### src/rtl/bf_decode_fold_if.sv
// bf_decode_fold_if: instruction-byte stream in, decoded op stream out.
// Ports (signals): ix/in_valid/in_ready byte stream, flush request,
// out_valid/out_ready op stream with class flags, mode bit, repeat count,
// and halted status. master = fetch/execute side, slave = decoder.
interface bf_decode_fold_if #(parameter int COUNT_W = 8);
  logic [7:0] ix;
  logic in_valid;
  logic in_ready;
  logic flush;
  logic out_valid;
  logic out_ready;
  logic out_dc;
  logic out_data;
  logic out_io;
  logic out_branch;
  logic out_stop;
  logic out_mode;
  logic [COUNT_W-1:0] out_count;
  logic halted;
  modport master (
    output ix, in_valid, flush, out_ready,
    input in_ready, out_valid, out_dc, out_data, out_io, out_branch, out_stop, out_mode, out_count, halted
  );
  modport slave (
    input ix, in_valid, flush, out_ready,
    output in_ready, out_valid, out_dc, out_data, out_io, out_branch, out_stop, out_mode, out_count, halted
  );
endinterface

### src/rtl/bf_decode_fold.sv
// bf_decode_fold: decodes instruction bytes into op classes and run-length folds dc/data ops.
// Ports: clk, rst_n (sync active-low), bus (slave modport of bf_decode_fold_if).
// One accumulator (op being folded) feeds one registered output stage.
module bf_decode_fold #(
  parameter int COUNT_W = 8,
  parameter bit FOLD_EN = 1'b1
) (
  input logic clk,
  input logic rst_n,
  bf_decode_fold_if.slave bus
);
  localparam logic [COUNT_W-1:0] MAX = '1;
  localparam logic [COUNT_W-1:0] ONE = COUNT_W'(1);
  // class vector order: {dc, data, io, branch, stop}; all-zero means NOP
  function automatic logic [4:0] cls(input logic [7:0] b);
    return {b[3:1] == 3'b000, b[3:1] == 3'b001, b[3:1] == 3'b010, b[3:1] == 3'b100, b == 8'hFF};
  endfunction
  // dc and data are exactly the bytes with ix[3:2] == 00
  function automatic logic foldable(input logic [7:0] b);
    return FOLD_EN && (b[3:2] == 2'b00);
  endfunction
  logic r_acc_v;
  logic [7:0] r_acc_ix;
  logic [COUNT_W-1:0] r_acc_cnt;
  logic r_stop_seen;
  logic r_halted;
  logic r_out_v;
  logic [4:0] r_out_cls;
  logic r_out_mode;
  logic [COUNT_W-1:0] r_out_cnt;
  logic w_free;
  logic w_in_ready;
  logic w_acc;
  logic w_nop;
  logic w_fold;
  logic w_load;
  logic w_move;
  assign w_free = !r_out_v || bus.out_ready;
  assign w_in_ready = !r_stop_seen && w_free;
  assign w_acc = bus.in_valid && w_in_ready;
  assign w_nop = cls(bus.ix) == '0;
  assign w_fold = w_acc && !w_nop && foldable(bus.ix) && r_acc_v && r_acc_ix == bus.ix && r_acc_cnt != MAX;
  assign w_load = w_acc && !w_nop && !w_fold;
  // a new op displaces the acc; non-foldable ops leave as soon as possible;
  // flush only drains when no byte arrives in the same cycle
  assign w_move = r_acc_v && w_free && (w_load || !foldable(r_acc_ix) || (bus.flush && !w_acc));
  always_ff @(posedge clk) begin
    if (!rst_n) begin
      r_acc_v <= 1'b0;
      r_acc_ix <= '0;
      r_acc_cnt <= '0;
      r_stop_seen <= 1'b0;
      r_halted <= 1'b0;
      r_out_v <= 1'b0;
      r_out_cls <= '0;
      r_out_mode <= 1'b0;
      r_out_cnt <= '0;
    end else begin
      if (w_load) begin
        r_acc_v <= 1'b1;
        r_acc_ix <= bus.ix;
        r_acc_cnt <= ONE;
      end else if (w_fold) r_acc_cnt <= r_acc_cnt + ONE;
      else if (w_move) r_acc_v <= 1'b0;
      if (w_move) begin
        r_out_v <= 1'b1;
        r_out_cls <= cls(r_acc_ix);
        r_out_mode <= r_acc_ix[0];
        r_out_cnt <= r_acc_cnt;
      end else if (bus.out_ready) begin
        r_out_v <= 1'b0;
        r_out_cls <= '0;
        r_out_mode <= 1'b0;
        r_out_cnt <= '0;
      end
      if (w_acc && bus.ix == 8'hFF) r_stop_seen <= 1'b1;
      if (r_out_v && bus.out_ready && r_out_cls[0]) r_halted <= 1'b1;
    end
  end
  assign bus.in_ready = w_in_ready;
  assign bus.out_valid = r_out_v;
  assign {bus.out_dc, bus.out_data, bus.out_io, bus.out_branch, bus.out_stop} = r_out_cls;
  assign bus.out_mode = r_out_mode;
  assign bus.out_count = r_out_cnt;
  assign bus.halted = r_halted;
endmodule

### src/flat_wrapper.sv
// flat-port wrapper written by rule: the top's interface ports become plain ports
module bf_decode_fold_flat 
#(
  parameter int COUNT_W = 8,
  parameter bit FOLD_EN = 1'b1
)
  (clk, rst_n, bus_ix, bus_in_valid, bus_flush, bus_out_ready, bus_in_ready, bus_out_valid, bus_out_dc, bus_out_data, bus_out_io, bus_out_branch, bus_out_stop, bus_out_mode, bus_out_count, bus_halted);
  bf_decode_fold_if #(.COUNT_W(COUNT_W)) bus_i ();
  input logic clk;
  input logic rst_n;
  input wire logic [$bits(bus_i.ix)-1:0] bus_ix;
  input wire logic [$bits(bus_i.in_valid)-1:0] bus_in_valid;
  input wire logic [$bits(bus_i.flush)-1:0] bus_flush;
  input wire logic [$bits(bus_i.out_ready)-1:0] bus_out_ready;
  output wire logic [$bits(bus_i.in_ready)-1:0] bus_in_ready;
  output wire logic [$bits(bus_i.out_valid)-1:0] bus_out_valid;
  output wire logic [$bits(bus_i.out_dc)-1:0] bus_out_dc;
  output wire logic [$bits(bus_i.out_data)-1:0] bus_out_data;
  output wire logic [$bits(bus_i.out_io)-1:0] bus_out_io;
  output wire logic [$bits(bus_i.out_branch)-1:0] bus_out_branch;
  output wire logic [$bits(bus_i.out_stop)-1:0] bus_out_stop;
  output wire logic [$bits(bus_i.out_mode)-1:0] bus_out_mode;
  output wire logic [$bits(bus_i.out_count)-1:0] bus_out_count;
  output wire logic [$bits(bus_i.halted)-1:0] bus_halted;
  assign bus_i.ix = bus_ix;
  assign bus_i.in_valid = bus_in_valid;
  assign bus_i.flush = bus_flush;
  assign bus_i.out_ready = bus_out_ready;
  assign bus_in_ready = bus_i.in_ready;
  assign bus_out_valid = bus_i.out_valid;
  assign bus_out_dc = bus_i.out_dc;
  assign bus_out_data = bus_i.out_data;
  assign bus_out_io = bus_i.out_io;
  assign bus_out_branch = bus_i.out_branch;
  assign bus_out_stop = bus_i.out_stop;
  assign bus_out_mode = bus_i.out_mode;
  assign bus_out_count = bus_i.out_count;
  assign bus_halted = bus_i.halted;
  bf_decode_fold #(.COUNT_W(COUNT_W), .FOLD_EN(FOLD_EN)) u_core (.clk(clk), .rst_n(rst_n), .bus(bus_i));
endmodule
### config.mk
export PLATFORM = sky130hd
export DESIGN_NAME = bf_decode_fold_flat
export DESIGN_NICKNAME = d
export VERILOG_FILES = /design/src/rtl/bf_decode_fold_if.sv /design/src/rtl/bf_decode_fold.sv /design/src/flat_wrapper.sv
export SDC_FILE = /design/constraint.sdc
export NUM_CORES = 1
export LEC_CHECK = 0
export ABC_AREA = 1
export CAP_MARGIN = 20
export CELL_PAD_IN_SITES_DETAIL_PLACEMENT = 1
export CELL_PAD_IN_SITES_GLOBAL_PLACEMENT = 1
export CORE_ASPECT_RATIO = 1.1
export CORE_MARGIN = 2
export CORE_UTILIZATION = 38
export DETAILED_ROUTE_END_ITERATION = 10
export PLACE_DENSITY_LB_ADDON = 0.1
export SLEW_MARGIN = 20
export SYNTH_ARGS = -nofsm -noshare
export SYNTH_HDL_FRONTEND = slang
export SYNTH_SLANG_ARGS = --single-unit
### constraint.sdc
create_clock -name clk -period 2.25 [get_ports clk]
set_input_delay 0.225 -clock clk [delete_from_list [all_inputs] [get_ports clk]]
set_output_delay 0.225 -clock clk [all_outputs]
set_load 0.005 [all_outputs]
==> results_slide.txt <==
Synthesis and Place & Route Summary

Die
  – Die height: 76.0 microns
  – Floorplan utilization: 0.390
  – Die W: between 60 and 70 microns

Clocking
  – CTS buffer count: 5
  – Reg clk slew, reported paths: roughly 0.070 ns
  – CTS Buffer Depth: 2
  – Sink Count: 34
  – CTS Hold Buffers Added: 0
  – Root Buffer: clkbuf_8
  – CTS tree: done
  – Gates resized, CTS repair: 0

Synth
  – Synth Seq Share: 0.380
  – Biggest area consumer among synthesized cells: dfxtp_1
  – Main flop type: dfxtp_1
  – Number of enable flip-flop cells: 0
  – Top area cell types: dfxtp_1, nand2_1, nand3_1, a21oi_1, nand3_2
  – Synth flops: 34
  – Fa+ha+maj area frac: 0.00699
  – Distinct cell type count after synthesis: 28
  – Mux frac, synth: 0
  – Top non-seq family: simple AND/OR/NAND/NOR gates
  – Synth Instances: 249
  – Synth cell count leaders: nand2_1, dfxtp_1, nor2_1
  – Post-Syn Nets: 263
  – Asr flop ratio synth: 0
  – Simple-gate portion of the synthesized area: 0.352
  – YS warnings: 0
  – AND-OR/OR-AND Cells, Area Fraction: 0.150

Final timing
  – Peak Freq: around 500 MHz
  – Setup TNS: 0 ns
  – Final period demand of the worst path: between 2 and 2.5 ns
  – Hold WS: between 0.4 and 0.5 ns
  – Clock skew: between 0.007 and 0.008 ns
  – Hold Vio Cnt, Final: 0
  – Slew margin rel.: 0.777
  – RSZ-0062 raised after global routing: no
  – Slew Viols, Final: 0
  – Crit share post-route: 0.895
  – Final setup viols: 0

Final layout
  – Ant diodes: 0
  – Share of cells above drive strength 1: 0.154
  – Nets: roughly 300
  – Commonest Layout Cell: nand2_1
  – Most frequent cells in the layout: nand2_1, dfxtp_1, clkdlybuf4s50_1
  – Layout area overhead: 26.2%

Setup path
  – R2r startpoint: u_core.r_acc_cnt[0]$_SDFFE_PN0P_
  – Slowest CP cell: dfxtp_1
  – WP data arrival: 2.23 ns
  – Delay-heaviest family, CP: simple AND/OR/NAND/NOR gates
  – Max stage delay on crit path: approximately 0.37 ns
  – CP endpoint: u_core.r_out_cls[2]$_SDFFE_PN0P_
  – Critical Path Stages: 10
  – Worst Path Required: between 2 and 2.5 ns
  – Worst-case reg-to-reg path depth: 10
  – Crit Path Max Fanout: 16
  – Setup crit start: u_core.r_acc_cnt[0]$_SDFFE_PN0P_
  – CP Launch Type: register
  – Crit path kind: reg2reg

Hold path
  – Worst hold start: u_core.bus.halted$_SDFFE_PN0P_
  – Hold crit path type: reg2reg
  – Hold Path Sink: u_core.bus.halted$_SDFFE_PN0P_
  – Hold Crit Depth: 2

Power
  – Leak: roughly 0.85 nW
  – VDD IR max: roughly 0.31 mV

Global route
  – Number of global-route vias before repair: 1778
  – First-pass GRT wire length: just over 8 mm
  – Met2 GRT Util: 0.319
  – Largest net degree at the start of global routing: 19
  – Initial antenna violation count: 0
  – GRT busiest layer: met2
  – Remaining Overflow, GRT: 0
  – Met1 Track Usage GR: 0.245
  – GRT met3 Usage: 0.0412

Placed design
  – Placed Instance Area: ~2200 sq um
  – Dpl cells: about 330
  – HPWL after DPL: approximately 3.6 mm
  – Final Wtd Congestion: 0.818
  – Pre-CTS setup slack: 0.00109 ns

Run status
  – Status: complete, no violations

Routing
  – DRC: 0
  – Via/cell ratio: approximately 5.1
  – TritonRoute pass-1 iters: 4
  – Violation count after the first detailed-routing iteration: 71
## kinds of logic after synthesis
kind of cell,count (synthesis)
xor gates and xnor gates,5
adders and majority gates,1
and+or+nand+nor,128
DFF,34
buffers and inverters,37
AOI/OAI and AO/OA,44
## area by class of cell
type / count / area, sq um
fillers: 609 / 2330
well taps: 56 / 70.1
clock buffers: 6 / 82.6
clock inverters: 2 / 12.5
flip-flops and latches: 34 / 681
multi-input cells: 178 / 957
inverters: 30 / 113
repair buffers: 36 / 343
## metal layers
metal	up-vias	wire (microns)
li1	900	-
met1	812	2220
met2	28	2210
met3	9	147
met4	0	70
met5	-	0
## power by group
part           internal [W]  switching [W]  total, W
combinational     0.0000738       0.000118  0.000192
sequential         0.000619      0.0000180  0.000637
clock              0.000246       0.000236  0.000482
total              0.000939       0.000372   0.00131
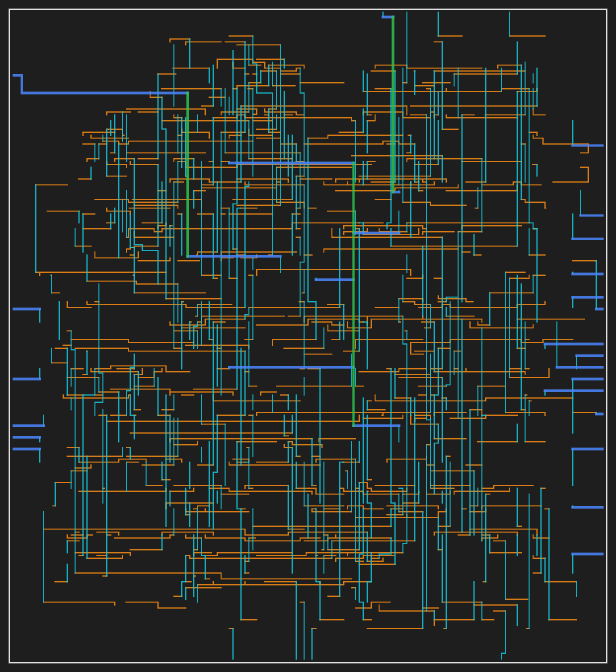
*Metal layers overlaid*
Key: orange = met1 [wire length 2220 microns]; green = met4 [wire length 70.0 microns]; blue = met3 [wire length 148 microns]; cyan = met2 [wire length 2210 microns]
DRT Wirelength: 4.65 mm
Total GRT Usage: 0.191
vias: 1749
routed len/inst: 13.6 microns

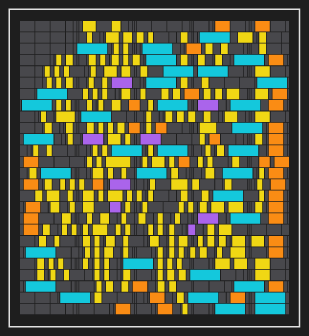
*Cell classes on the final placement*
Fill, decap, tap and diode cells in gray.
Key: yellow = all other logic [cells 208]; purple = clock drivers and dummy loads [cells 8]; cyan = flip-flops [cells 34]; orange = other buffers and delay cells [cells 36]
Core Area: 4590 sq um
Final Util: 0.492
Seq area share: 0.301

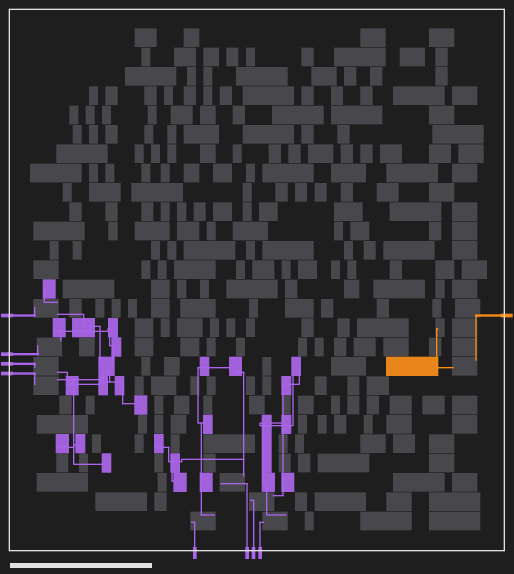
*Port wiring*
Bar = 20 microns.
Key: purple = bus_ix [bits 8, direction input, end cells 28, buffers 8, wire 239 microns]; orange = bus_halted [bits 1, direction output, end cells 1, buffers 1, wire 17.7 microns]
IO Pins: 30
IO buf count: 29

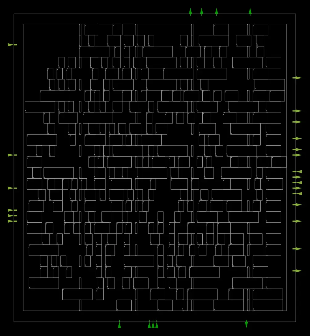
*Placement view*
filler instances: 609
FP Rows: 26
Tap Count: 56
Post-Layout Cell Count: 342
number of sequential cells: 34

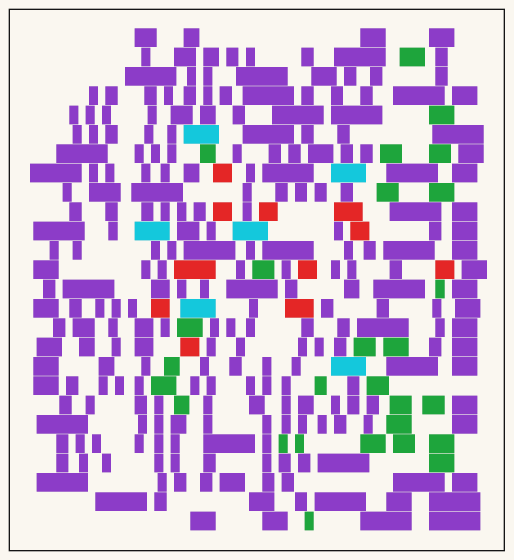
*Cells by drive strength*
Key: red = drive 3 to 4 [cells 11, share 3.8%]; purple = drive 1 or less [cells 242, share 85%]; cyan = drive 6 and up [cells 6, share 2.1%]; green = drive 2 [cells 27, share 9.4%]
Worst Slack Setup Final: 0.237 ns
Non-CTS buffers: 36

Power and IR drop assume default switching activity.
